<file path="config.mk">
export PLATFORM = sky130hd
export DESIGN_NAME = fetch_prefetch_queue
export DESIGN_NICKNAME = d
export VERILOG_FILES = /design/src/rtl/fetch_prefetch_queue.sv
export SDC_FILE = /design/constraint.sdc
export NUM_CORES = 1
export LEC_CHECK = 0
export CAP_MARGIN = 10
export CORE_UTILIZATION = 58
export CTS_BUF_LIST = sky130_fd_sc_hd__clkbuf_4
export CTS_CLUSTER_DIAMETER = 30
export DETAILED_ROUTE_END_ITERATION = 16
export GPL_TIMING_DRIVEN = 1
export HOLD_SLACK_MARGIN = 0.1
export PLACE_DENSITY = 0.9
export SLEW_MARGIN = 15
export SYNTH_ARGS = -nofsm -noshare
export SYNTH_HDL_FRONTEND = slang
export SYNTH_SLANG_ARGS = --single-unit
</file>
<file path="constraint.sdc">
create_clock -name clk -period 5.9 [get_ports clk]
set_input_delay 1.18 -clock clk [delete_from_list [all_inputs] [get_ports clk]]
set_output_delay 1.18 -clock clk [all_outputs]
set_load 0.005 [all_outputs]
</file>
<file path="src/rtl/fetch_prefetch_queue.sv">
// fetch_prefetch_queue
//
// Instruction-fetch front end feeding the IF/ID register. It owns the fetch
// PC, issues one request at a time to a variable-latency instruction memory,
// and buffers returned words (tagged with PC+4) in a DEPTH-entry FIFO that
// decode drains with a valid/ready handshake. A redirect flushes the FIFO
// and retargets fetch. A request already on the bus at that moment cannot be
// withdrawn, so it is completed with its original address and its data is
// thrown away.
//
// Ports:
//   clk          rising-edge clock
//   rst          synchronous active-high reset (overrides every other input)
//   redirect     taken branch/jump; flushes the queue
//   redirect_pc  new fetch address when redirect=1
//   imem_req     instruction-memory request
//   imem_addr    byte address of the request
//   imem_ack     response valid (may arrive in the same cycle as imem_req)
//   imem_rdata   instruction word when imem_ack=1
//   d_ready      decode accepts the head entry
//   d_valid      queue non-empty
//   d_inst       head instruction (0 when empty)
//   d_pc         head PC+4 (0 when empty)
//   count        current queue occupancy
module fetch_prefetch_queue #(
  parameter int          DEPTH    = 4,
  parameter logic [31:0] RESET_PC = 32'h0000_0000,
  localparam int         CNT_W    = $clog2(DEPTH + 1),
  localparam int         PTR_W    = $clog2(DEPTH)
) (
  input  logic             clk,
  input  logic             rst,
  input  logic             redirect,
  input  logic [31:0]      redirect_pc,
  output logic             imem_req,
  output logic [31:0]      imem_addr,
  input  logic             imem_ack,
  input  logic [31:0]      imem_rdata,
  input  logic             d_ready,
  output logic             d_valid,
  output logic [31:0]      d_inst,
  output logic [31:0]      d_pc,
  output logic [CNT_W-1:0] count
);

  typedef enum logic [1:0] {
    ST_IDLE    = 2'd0,
    ST_WAIT    = 2'd1,
    ST_DISCARD = 2'd2
  } state_t;

  state_t             state;
  logic [31:0]        fetch_pc;
  logic [31:0]        kill_addr;
  logic [PTR_W-1:0]   rd_ptr;
  logic [PTR_W-1:0]   wr_ptr;

  // Queue storage is datapath only: it is never reset because every read is
  // qualified by count, which is.
  logic [31:0]        inst_mem [DEPTH];
  logic [31:0]        pc_mem   [DEPTH];

  logic               ack_taken;
  logic               push;
  logic               pop;

  // Request/address decode. In IDLE the registered count gates the request;
  // a pop in the same cycle deliberately does not open room early, which
  // keeps imem_req free of any path from d_ready.
  always_comb begin
    imem_req  = 1'b0;
    imem_addr = fetch_pc;
    case (state)
      ST_IDLE:    imem_req = (count < CNT_W'(DEPTH));
      ST_WAIT:    imem_req = 1'b1;
      ST_DISCARD: begin
        imem_req  = 1'b1;
        imem_addr = kill_addr;
      end
      default:    imem_req = 1'b0;
    endcase
    if (rst) begin
      imem_req = 1'b0;
    end
  end

  // A response is only meaningful while our request is up. Responses to a
  // killed request (DISCARD) or arriving with a redirect are dropped.
  assign ack_taken = imem_req && imem_ack;
  assign push      = ack_taken && !redirect && (state != ST_DISCARD);
  assign d_valid   = (count != '0);
  assign pop       = d_valid && d_ready && !redirect;

  // Empty queue presents the pipeline-flush values.
  assign d_inst = d_valid ? inst_mem[rd_ptr] : 32'h0;
  assign d_pc   = d_valid ? pc_mem[rd_ptr]   : 32'h0;

  // Control: FSM, fetch PC, pointers and occupancy.
  always_ff @(posedge clk) begin
    if (rst) begin
      state    <= ST_IDLE;
      fetch_pc <= RESET_PC;
      rd_ptr   <= '0;
      wr_ptr   <= '0;
      count    <= '0;
    end else begin
      // An acked transaction always finishes, even alongside a redirect;
      // only a still-pending request is converted into a discard.
      case (state)
        ST_IDLE: begin
          if (imem_req && !imem_ack) begin
            if (redirect) begin
              state     <= ST_DISCARD;
              kill_addr <= fetch_pc;
            end else begin
              state <= ST_WAIT;
            end
          end
        end
        ST_WAIT: begin
          if (imem_ack) begin
            state <= ST_IDLE;
          end else if (redirect) begin
            state     <= ST_DISCARD;
            kill_addr <= fetch_pc;
          end
        end
        ST_DISCARD: begin
          if (imem_ack) begin
            state <= ST_IDLE;
          end
        end
        default: state <= ST_IDLE;
      endcase

      if (redirect) begin
        fetch_pc <= redirect_pc;
        rd_ptr   <= '0;
        wr_ptr   <= '0;
        count    <= '0;
      end else begin
        if (push) begin
          wr_ptr   <= wr_ptr + PTR_W'(1);
          fetch_pc <= fetch_pc + 32'd4;
        end
        if (pop) begin
          rd_ptr <= rd_ptr + PTR_W'(1);
        end
        if (push && !pop) begin
          count <= count + CNT_W'(1);
        end else if (pop && !push) begin
          count <= count - CNT_W'(1);
        end
      end
    end
  end

  // Datapath: queue write. fetch_pc is still the address of this word, so
  // fetch_pc+4 is the link/next-PC value carried with it.
  always_ff @(posedge clk) begin
    if (push) begin
      inst_mem[wr_ptr] <= imem_rdata;
      pc_mem[wr_ptr]   <= fetch_pc + 32'd4;
    end
  end

endmodule

</file>
==> results.txt <==
This memo summarizes the results of the implementation run.

Outcome
The flow ran to the end, and the final reports show no timing, DRC or antenna violations.

Drt
The via total after detailed routing is 8400. The first routing iteration left 812 violations. The final wirelength is 32000 um. The number of detailed-routing iterations run before antenna repair is 5.

Timing
The setup skew after layout is 0.0689 ns. The share of the clock period used by the worst path is 74.4%. For the finished layout, the period the worst path requires is 4.39 ns.

The final timing report counts setup violations totalling 0. The tightest slew margin relative to the limit is 29.3%. For reference, the final report shows the hold violation count at 0.

Per the timing report, the achievable frequency comes out to 0.228 GHz. For the pin with the worst max-slew slack, the measured transition is 1.06 ns.

Setup path
The critical path's slowest stage uses the library cell sky130_fd_sc_hd__dfxtp_2. The critical path goes through buf_4 > mux4_2 > and2_1 > clkdlybuf4s50_1. Looking at the setup timing report, the critical path kind is flip-flop to output port. The data arrival time of the critical path is 3.21 ns.

Pwr
The switching component of the power is 0.00137 W. The leakage component of the power is 5.56 nW. The total power density per cell area is 323 nW/um^2. The internal power is 0.00407 W.

Worst hold path
The worst hold path belongs to the class flip-flop to flip-flop.

Clocking
The TritonCTS clock tree is yes. The insertion delay of the later-clocked pin in the worst-skew pair is 0.71 ns. Post-CTS timing repair inserted 0 buffers for setup. The clock slew seen by the registers of the worst setup and hold paths is 0.07 ns. The post-CTS hold buffer count recorded in the log is 0. The H-tree depth reported by CTS is 3. The master cell of the clock root buffer is sky130_fd_sc_hd__clkbuf_4.

Layout
Leaving out fill and tap cells, the most frequent cells in the layout are sky130_fd_sc_hd__edfxtp_1, sky130_fd_sc_hd__clkdlybuf4s50_1, sky130_fd_sc_hd__clkbuf_4. The leading cell type in the layout, fill and taps excluded is sky130_fd_sc_hd__edfxtp_1. The layout has 1484 filler cells.

Synth
The cell type with the largest total area is sky130_fd_sc_hd__edfxtp_1. During synthesis, Yosys emitted a total of 0 warnings. The sequential-to-total area share from yosys stat is 68.2%. Per the synth stats, the flop cell with the highest instance count is sky130_fd_sc_hd__edfxtp_1. The total standard cell area after synthesis is 14000 um^2. The share of the synthesized area in the top cell type is 62.0%. Counting instances in the post-synthesis netlist gives the leading cell types as sky130_fd_sc_hd__edfxtp_1, sky130_fd_sc_hd__and2_1, sky130_fd_sc_hd__mux4_2.

GRT
The wire length of the first global-routing pass is 48600 um. The total overflow left after global routing is 0. The initial antenna violation count is 1. Entering global routing, the biggest net connects 67 pins.

The via count of the first global-routing pass was 8705. The global routing report lists combined usage of all routing layers as 27.0%.

Floorplanning
The die boundary width is 157 um. The standard-cell row count is 56.

Placed design
The final estimated routing congestion in global placement is 0.924.
[stage by stage]
stage / setup WS [ns] / cell area [um^2] / cells
final: 1.51 / 16900 / 1417
after global routing: 1.29 / 16900 / 1417
after CTS: 1.41 / 16900 / 1416
after detailed placement: 1.63 / 15900 / 1281
after global placement: 1.73 / 15900 / 1281
after floorplan: 0.670 / 14000 / 834
[flip-flops by register name (all words and copies together), names as in the netlist, named ones only]
signal and cells:
wr_ptr 2, inst_mem 128, kill_addr 32, rd_ptr 2, count 3, state 2
pc_mem 128, fetch_pc 32
[worst register-to-register path, cell delays in order, from the launching register on]
cell and delay [ns]:
sky130_fd_sc_hd__dfxtp_1 0.36, sky130_fd_sc_hd__inv_1 0.10, sky130_fd_sc_hd__ha_2 0.52, sky130_fd_sc_hd__nor3b_4 0.40
sky130_fd_sc_hd__o21ai_2 0.31, sky130_fd_sc_hd__nor2_1 0.49, sky130_fd_sc_hd__ha_1 0.29, sky130_fd_sc_hd__inv_1 0.07
sky130_fd_sc_hd__fa_1 0.38, sky130_fd_sc_hd__xor2_1 0.18, sky130_fd_sc_hd__or3_1 0.32, sky130_fd_sc_hd__a21oi_1 0.16
[final timing paths]
path	startpoint	end	slack, ns	cells after the start
worst min-delay path	wr_ptr[1]	wr_ptr[1]	0.51	2
worst max-delay path	flip-flop	d_pc[14]	1.51	4
worst min register to register	wr_ptr[1]	wr_ptr[1]	0.51	2
worst max register to register	state[0]	count[2]	2.25	11
[area by class of cell]
cell class                 count  share of cell area (%)
clock inverter                28                    1.18
clock buffer                 107                    4.76
inverter                      12                   0.267
sequential                   331                    56.3
tap                          319                    2.36
timing repair buffer         180                    10.7
antenna                        1                  0.0148
multi-input combinational    439                    24.4
[power by group through the flow]
stage | sequential, W | combinational (W) | clock, W
after floorplan | 0.00274 | 0.000486 | 0
after global placement | 0.00276 | 0.000848 | 0
after detailed placement | 0.00277 | 0.000869 | 0
after CTS | 0.00272 | 0.000880 | 0.00188
after global routing | 0.00273 | 0.000939 | 0.00200
final | 0.00272 | 0.000879 | 0.00185
[layer usage]
layer,GRT usage [%],wire length (um),vias to the layer above
li1,-,-,3695
met1,35.3,12900,4157
met2,44.2,15500,493
met3,6.47,2990,55
met4,10.2,630,0
met5,0,0,-
[cell families (layout without fill, tap and decap cells)]
| group | Yosys count | count (layout) | synth area share, % |
|---|---|---|---|
| AND-OR/OR-AND | 58 | 58 | 2.91 |
| XOR/XNOR | 53 | 53 | 3.33 |
| adder cells (fa/ha/maj) | 11 | 11 | 1.04 |
| buffers and inverters | 64 | 327 | 2.47 |
| flip-flops | 331 | 331 | 68.2 |
| multiplexers | 98 | 98 | 13.0 |
| other | 0 | 1 | 0 |
| AND/OR/NAND/NOR | 219 | 219 | 9.06 |
**Supply network**

Pins as bars on the die edge.
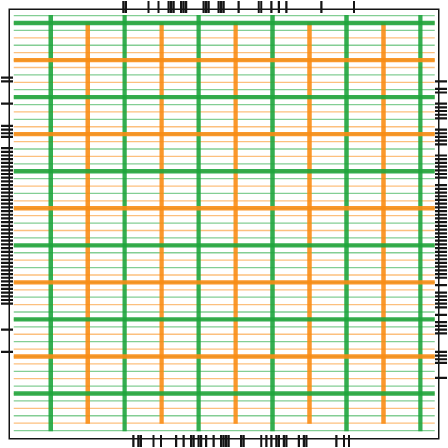
VSS -> green
VDD -> orange
signal pins = 170
rows = 56

**Sequential cells grouped by signal name**

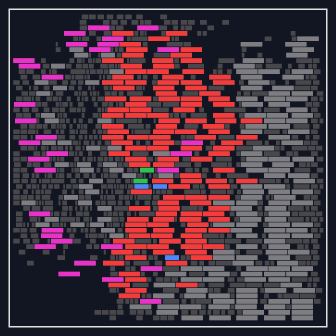
pc_mem -> red  # sequential cells 128
count -> blue  # sequential cells 3
rd_ptr -> green  # sequential cells 2
kill_addr -> magenta  # sequential cells 32
FF+latch area: 9510 um^2
Finished Core Util: 71.7%
sequential share of cell area: 56.3%
Power Sequential: 0.00272 W

**Gate families picked out**

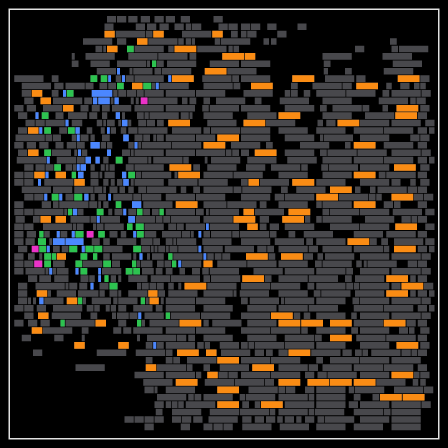
mux cells -> orange  # cells 98, where all over the die
nor cells -> blue  # cells 63
aoi and oai cells -> green  # cells 54
non-inverting ao/oa cells -> magenta  # cells 4, where middle left
Cell Count, Final, Fillers Out: 1417
share of the final layout cell area in multi-input gates: 24.4%

**Zoomed window**

Window x 14 to 64, y 93 to 143 um. Cells in gray, sequential cells in the stronger gray; small squares are vias.
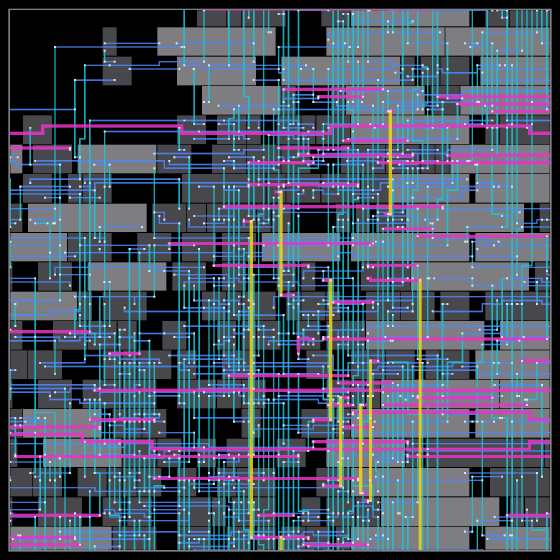
M4 -> yellow
M2 -> cyan
M1 -> blue
M3 -> magenta
sequential cells in the window = 37
netlist names of flops here include = pc_mem (19), fetch_pc (12), kill_addr (6)
most frequent = edfxtp_1 (25), nand2_1 (15), xnor2_1 (14)
cells with their middle in the window = 180

**The clock network**

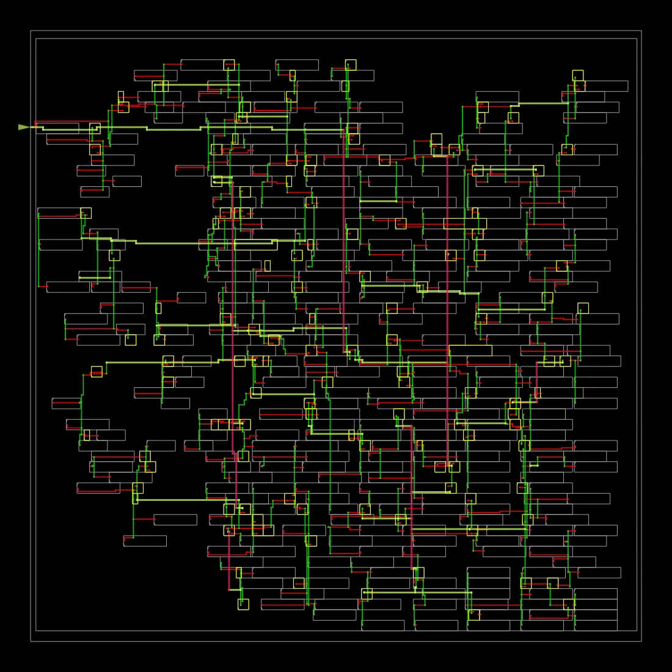
number of sequential cells in the layout: 331
TritonCTS buffer count: 82
Clock group: 0.00185 W
clock sink total: 331

No activity file was given, so power comes from the tool's default toggle rates.
